Fig. 1: cell outlines without signal wires
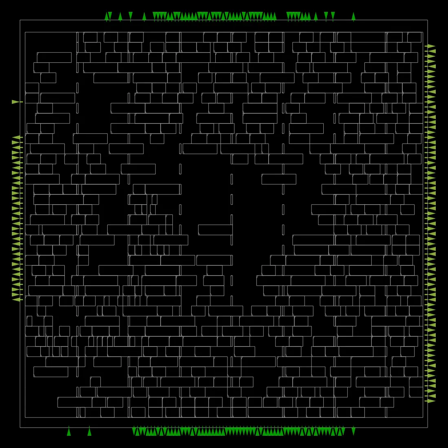
Fig. 2: wires at chosen ports, followed through buffers
The bar under the picture is 20 um long.
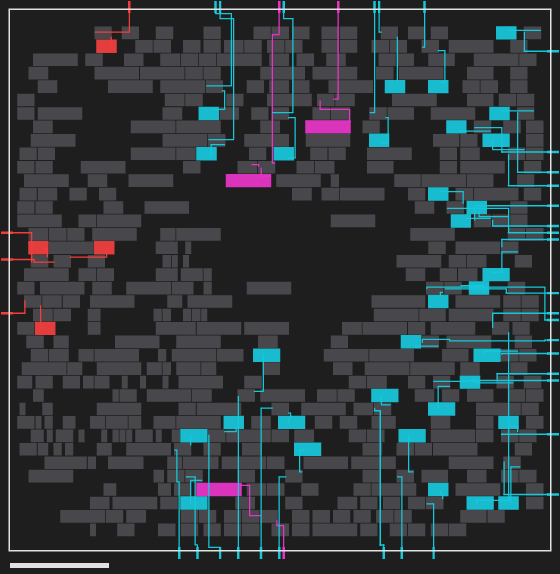
Fig. 3: metal layers overlaid
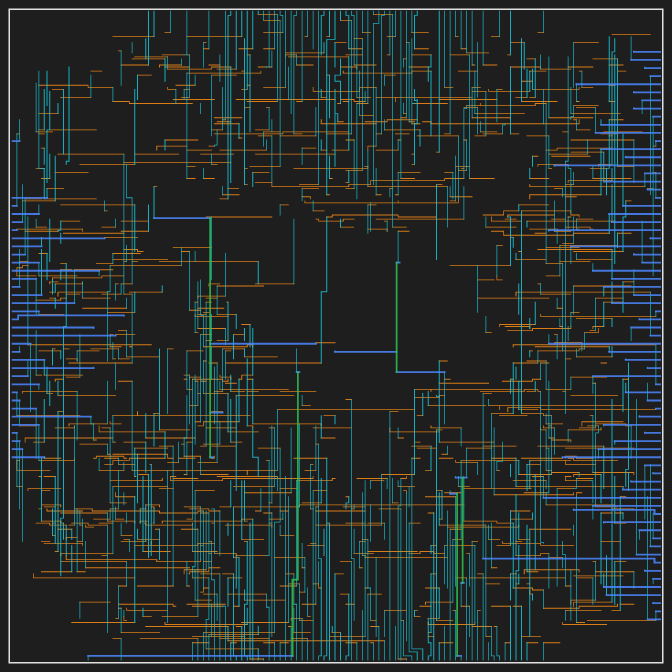
Fig. 4: cell classes on the final placement
Fill, decap, tap and diode cells in grey.
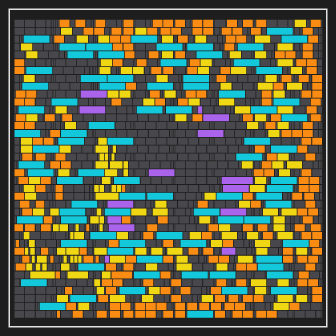
Fig. 5: cells by drive strength
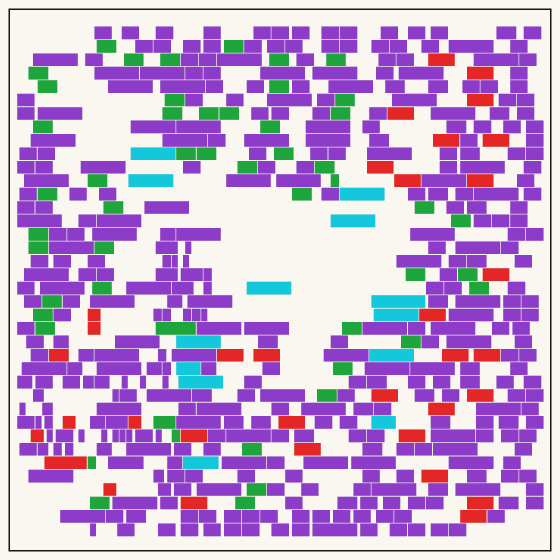
$ cat src/rtl/axi4_aw_xlate_sender.sv
// -----------------------------------------------------------------------------
// axi4_aw_xlate_sender
//
// Write-address stage behind the AW input buffer of the RAB slave port. One
// buffered AW burst is taken at a time and its address is sent for
// translation. A hit forwards the translated AW to the master port; a miss
// drops the burst and asks the B stage for a SLVERR. Each forward/drop
// decision is pushed into a small FIFO that the W stage pops to route or
// discard the matching write data.
//
// Handshakes: every valid/ready pair transfers in a cycle where both are high
// at the rising clock edge. A source keeps valid and its payload stable until
// that transfer happens; ready may change freely and never depends on valid.
//
// Ports
//   axi4_aclk, axi4_arstn       clock, asynchronous active-low reset
//   s_axi4_aw*                  AW from the input buffer (awready is an output)
//   lookup_req / lookup_addr    translation request and untranslated address
//   lookup_done / lookup_miss   single-cycle result strobe and miss qualifier
//   lookup_out_addr             translated address, valid on a hit
//   m_axi4_aw*                  translated AW to the interconnect
//   w_drop_valid / w_drop       head of the drop-decision FIFO (1 = discard)
//   w_drop_ready                W stage pops the head entry
//   b_err_valid / b_err_id      SLVERR request for a dropped burst
//   b_err_ready                 B stage accepts the error request
//   state_dbg                   current FSM state (IDLE=0, LOOKUP=1, SEND=2, DROP=3)
// -----------------------------------------------------------------------------
module axi4_aw_xlate_sender #(
    parameter int AXI_ID_WIDTH    = 4,
    parameter int AXI_USER_WIDTH  = 4,
    parameter int DROP_FIFO_DEPTH = 4
) (
    input  logic                      axi4_aclk,
    input  logic                      axi4_arstn,

    input  logic [AXI_ID_WIDTH-1:0]   s_axi4_awid,
    input  logic [31:0]               s_axi4_awaddr,
    input  logic                      s_axi4_awvalid,
    output logic                      s_axi4_awready,
    input  logic [7:0]                s_axi4_awlen,
    input  logic [2:0]                s_axi4_awsize,
    input  logic [1:0]                s_axi4_awburst,
    input  logic                      s_axi4_awlock,
    input  logic [2:0]                s_axi4_awprot,
    input  logic [3:0]                s_axi4_awcache,
    input  logic [3:0]                s_axi4_awregion,
    input  logic [3:0]                s_axi4_awqos,
    input  logic [AXI_USER_WIDTH-1:0] s_axi4_awuser,

    output logic                      lookup_req,
    output logic [31:0]               lookup_addr,
    input  logic                      lookup_done,
    input  logic                      lookup_miss,
    input  logic [31:0]               lookup_out_addr,

    output logic [AXI_ID_WIDTH-1:0]   m_axi4_awid,
    output logic [31:0]               m_axi4_awaddr,
    output logic                      m_axi4_awvalid,
    input  logic                      m_axi4_awready,
    output logic [7:0]                m_axi4_awlen,
    output logic [2:0]                m_axi4_awsize,
    output logic [1:0]                m_axi4_awburst,
    output logic                      m_axi4_awlock,
    output logic [2:0]                m_axi4_awprot,
    output logic [3:0]                m_axi4_awcache,
    output logic [3:0]                m_axi4_awregion,
    output logic [3:0]                m_axi4_awqos,
    output logic [AXI_USER_WIDTH-1:0] m_axi4_awuser,

    output logic                      w_drop_valid,
    output logic                      w_drop,
    input  logic                      w_drop_ready,

    output logic                      b_err_valid,
    output logic [AXI_ID_WIDTH-1:0]   b_err_id,
    input  logic                      b_err_ready,

    output logic [1:0]                state_dbg
);

    localparam int PTR_W = $clog2(DROP_FIFO_DEPTH);
    localparam int CNT_W = PTR_W + 1;
    localparam logic [CNT_W-1:0] FULL_CNT = CNT_W'(DROP_FIFO_DEPTH);

    typedef enum logic [1:0] {
        IDLE   = 2'd0,
        LOOKUP = 2'd1,
        SEND   = 2'd2,
        DROP   = 2'd3
    } state_t;

    state_t state_q, state_d;

    // Registered AW burst; addr is overwritten with the translation on a hit.
    logic [AXI_ID_WIDTH-1:0]   aw_id;
    logic [31:0]               aw_addr;
    logic [7:0]                aw_len;
    logic [2:0]                aw_size;
    logic [1:0]                aw_burst;
    logic                      aw_lock;
    logic [2:0]                aw_prot;
    logic [3:0]                aw_cache;
    logic [3:0]                aw_region;
    logic [3:0]                aw_qos;
    logic [AXI_USER_WIDTH-1:0] aw_user;

    // Drop-decision FIFO
    logic                      fifo_mem [DROP_FIFO_DEPTH];
    logic [PTR_W-1:0]          wr_ptr;
    logic [PTR_W-1:0]          rd_ptr;
    logic [CNT_W-1:0]          count;

    logic accept;
    logic push;
    logic push_drop;
    logic pop;

    // ------------------------------------------------------------------ FSM
    always_ff @(posedge axi4_aclk or negedge axi4_arstn) begin
        if (!axi4_arstn) begin
            state_q <= IDLE;
        end else begin
            state_q <= state_d;
        end
    end

    always_comb begin
        state_d        = state_q;
        s_axi4_awready = 1'b0;
        lookup_req     = 1'b0;
        m_axi4_awvalid = 1'b0;
        b_err_valid    = 1'b0;
        accept         = 1'b0;
        push           = 1'b0;
        push_drop      = 1'b0;
        unique case (state_q)
            IDLE: begin
                // Every accept pushes exactly one decision, so gating on a
                // non-full FIFO here is what rules out overflow.
                s_axi4_awready = axi4_arstn && (count < FULL_CNT);
                if (s_axi4_awvalid && s_axi4_awready) begin
                    accept  = 1'b1;
                    state_d = LOOKUP;
                end
            end
            LOOKUP: begin
                lookup_req = 1'b1;
                if (lookup_done) begin
                    push      = 1'b1;
                    push_drop = lookup_miss;
                    state_d   = lookup_miss ? DROP : SEND;
                end
            end
            SEND: begin
                m_axi4_awvalid = 1'b1;
                if (m_axi4_awready) begin
                    state_d = IDLE;
                end
            end
            DROP: begin
                b_err_valid = 1'b1;
                if (b_err_ready) begin
                    state_d = IDLE;
                end
            end
            default: state_d = IDLE;
        endcase
    end

    assign state_dbg = state_q;

    // ------------------------------------------------------------ AW register
    always_ff @(posedge axi4_aclk or negedge axi4_arstn) begin
        if (!axi4_arstn) begin
            aw_id     <= '0;
            aw_addr   <= '0;
            aw_len    <= '0;
            aw_size   <= '0;
            aw_burst  <= '0;
            aw_lock   <= 1'b0;
            aw_prot   <= '0;
            aw_cache  <= '0;
            aw_region <= '0;
            aw_qos    <= '0;
            aw_user   <= '0;
        end else if (accept) begin
            aw_id     <= s_axi4_awid;
            aw_addr   <= s_axi4_awaddr;
            aw_len    <= s_axi4_awlen;
            aw_size   <= s_axi4_awsize;
            aw_burst  <= s_axi4_awburst;
            aw_lock   <= s_axi4_awlock;
            aw_prot   <= s_axi4_awprot;
            aw_cache  <= s_axi4_awcache;
            aw_region <= s_axi4_awregion;
            aw_qos    <= s_axi4_awqos;
            aw_user   <= s_axi4_awuser;
        end else if (push && !push_drop) begin
            aw_addr   <= lookup_out_addr;
        end
    end

    assign lookup_addr     = aw_addr;

    assign m_axi4_awid     = aw_id;
    assign m_axi4_awaddr   = aw_addr;
    assign m_axi4_awlen    = aw_len;
    assign m_axi4_awsize   = aw_size;
    assign m_axi4_awburst  = aw_burst;
    assign m_axi4_awlock   = aw_lock;
    assign m_axi4_awprot   = aw_prot;
    assign m_axi4_awcache  = aw_cache;
    assign m_axi4_awregion = aw_region;
    assign m_axi4_awqos    = aw_qos;
    assign m_axi4_awuser   = aw_user;

    assign b_err_id        = aw_id;

    // -------------------------------------------------------- drop FIFO
    // A pop on an empty FIFO is dropped here, so a push into an empty FIFO
    // only becomes visible to the W stage on the following cycle.
    assign pop = w_drop_ready && (count != '0);

    always_ff @(posedge axi4_aclk or negedge axi4_arstn) begin
        if (!axi4_arstn) begin
            wr_ptr <= '0;
            rd_ptr <= '0;
            count  <= '0;
            for (int i = 0; i < DROP_FIFO_DEPTH; i++) begin
                fifo_mem[i] <= 1'b0;
            end
        end else begin
            if (push) begin
                fifo_mem[wr_ptr] <= push_drop;
                wr_ptr           <= wr_ptr + PTR_W'(1);
            end
            if (pop) begin
                rd_ptr <= rd_ptr + PTR_W'(1);
            end
            unique case ({push, pop})
                2'b10:   count <= count + CNT_W'(1);
                2'b01:   count <= count - CNT_W'(1);
                default: count <= count;
            endcase
        end
    end

    assign w_drop_valid = (count != '0);
    assign w_drop       = fifo_mem[rd_ptr];

endmodule

$ cat config.mk
export PLATFORM = sky130hd
export DESIGN_NAME = axi4_aw_xlate_sender
export DESIGN_NICKNAME = d
export VERILOG_FILES = /design/src/rtl/axi4_aw_xlate_sender.sv
export SDC_FILE = /design/constraint.sdc
export NUM_CORES = 1
export LEC_CHECK = 0
export CAP_MARGIN = 30
export CORE_MARGIN = 1
export CORE_UTILIZATION = 36
export CTS_CLUSTER_DIAMETER = 30
export CTS_CLUSTER_SIZE = 20
export DETAILED_ROUTE_END_ITERATION = 8
export PLACE_DENSITY_LB_ADDON = 0.3
export RECOVER_POWER = 100
export SYNTH_ARGS = -nofsm -noshare
export SYNTH_HDL_FRONTEND = slang
export SYNTH_SLANG_ARGS = --single-unit
$ cat constraint.sdc
create_clock -name axi4_aclk -period 2.2 [get_ports axi4_aclk]
set_clock_uncertainty 0.1 [all_clocks]
set_input_delay 0.44 -clock axi4_aclk [delete_from_list [all_inputs] [get_ports axi4_aclk]]
set_output_delay 0.44 -clock axi4_aclk [all_outputs]
set_load 0.02 [all_outputs]
==> results.json <==
{
  "status": "completed",
  "setup_viol_count_final": 0,
  "tightest_slew_ps": 997,
  "cts_resized": 6,
  "grt_pass1_wl_um": 15300,
  "place_area_sq_um": 6300,
  "finalNonFillerCells": 620,
  "p_leak_nw": 2.81,
  "fa_ha_area_share_pct": 1.99,
  "final_common_cell": "clkdlybuf4s50_1",
  "critPathLaunch": "rd_ptr[0]",
  "htreeDepth": 3,
  "cp-endpoint": "w_drop",
  "r2r_setup_slack_ps": 260,
  "core.rowCount": 38,
  "fp_nets": 397,
  "antenna_cells": 0,
  "firstDrtPassIters": 3,
  "busiest_layer": "met2",
  "timing.final.crit_share_pct": 96.9,
  "r2r_start": "count[2]",
  "simple_gate_area_share_pct": 2.96,
  "clk_latency_ps": 320
}
Back to the opening pictures, Fig. 1:
number of well taps: 140
core area: 11000 sq um
final core utilization: 58.2%
Seq area share: 32.0%

Back to the opening pictures, Fig. 2:
[`s_axi4_awregion`] red | direction: input | edge: 3 west, 1 north | end cells: 4 | buffers: 4 | wire: 53.8 um
[`lookup_out_addr`] cyan | direction: input | edge: 17 east, 9 south, 6 north | end cells: 32 | buffers: 32 | wire: 842 um
[`m_axi4_awsize`] magenta | direction: output | edge: 2 north, 1 south | end cells: 3 | buffers: 3 | wire: 84.3 um
io pins: 222
PortBufs: 221

Back to the opening pictures, Fig. 3:
[metal 3] blue | wire length: 747 um
[metal 4] green | wire length: 152 um
[metal 2] cyan | wire length: 5400 um
[metal 1] orange | wire length: 3740 um
Vias: 2905
Avg WL per Cell: 16.2 um
GRT Total Usage: 17.0%
routed wire length: 10000 um

Back to the opening pictures, Fig. 4:
[flops] cyan | cells: 82 | share of their area: 33%
[clock drivers and dummy loads] purple | cells: 14 | share of their area: 4.7%
[combinational and other logic] yellow | cells: 151 | share of their area: 26%
[other buffers and delay cells] orange | cells: 233 | share of their area: 36%

Back to the opening pictures, Fig. 5:
[_6 and larger] cyan | cells: 13 | share: 2.7%
[_0 and _1 cells] purple | cells: 382 | share: 80%
[_3 and _4 cells] red | cells: 34 | share: 7.1%
[_2 cells] green | cells: 51 | share: 11%

==> area by class of cell <==
| class | count | area [sq um] | share of cell area [%] |
|---|---|---|---|
| clock buffer | 11 | 253 | 3.94 |
| timing repair buffer | 233 | 2280 | 35.5 |
| tap | 140 | 175 | 2.73 |
| multi-input combinational | 145 | 1600 | 24.9 |
| inverter | 6 | 22.5 | 0.351 |
| sequential | 82 | 2050 | 32.0 |
| clock inverter | 3 | 40.0 | 0.624 |
==> report_power, final <==
group          internal (W)  switching [W]  total (W)
Sequential          0.00229       0.000494    0.00278
Combinational       0.00267        0.00245    0.00512
Clock              0.000925       0.000563    0.00149
Total               0.00588        0.00351    0.00939
==> routing by layer <==
metal / share of wire, % / routed length (um)
met1: 37 / 3740
met2: 54 / 5400
met3: 7.4 / 747
met4: 1.5 / 151
met5: 0 / 0
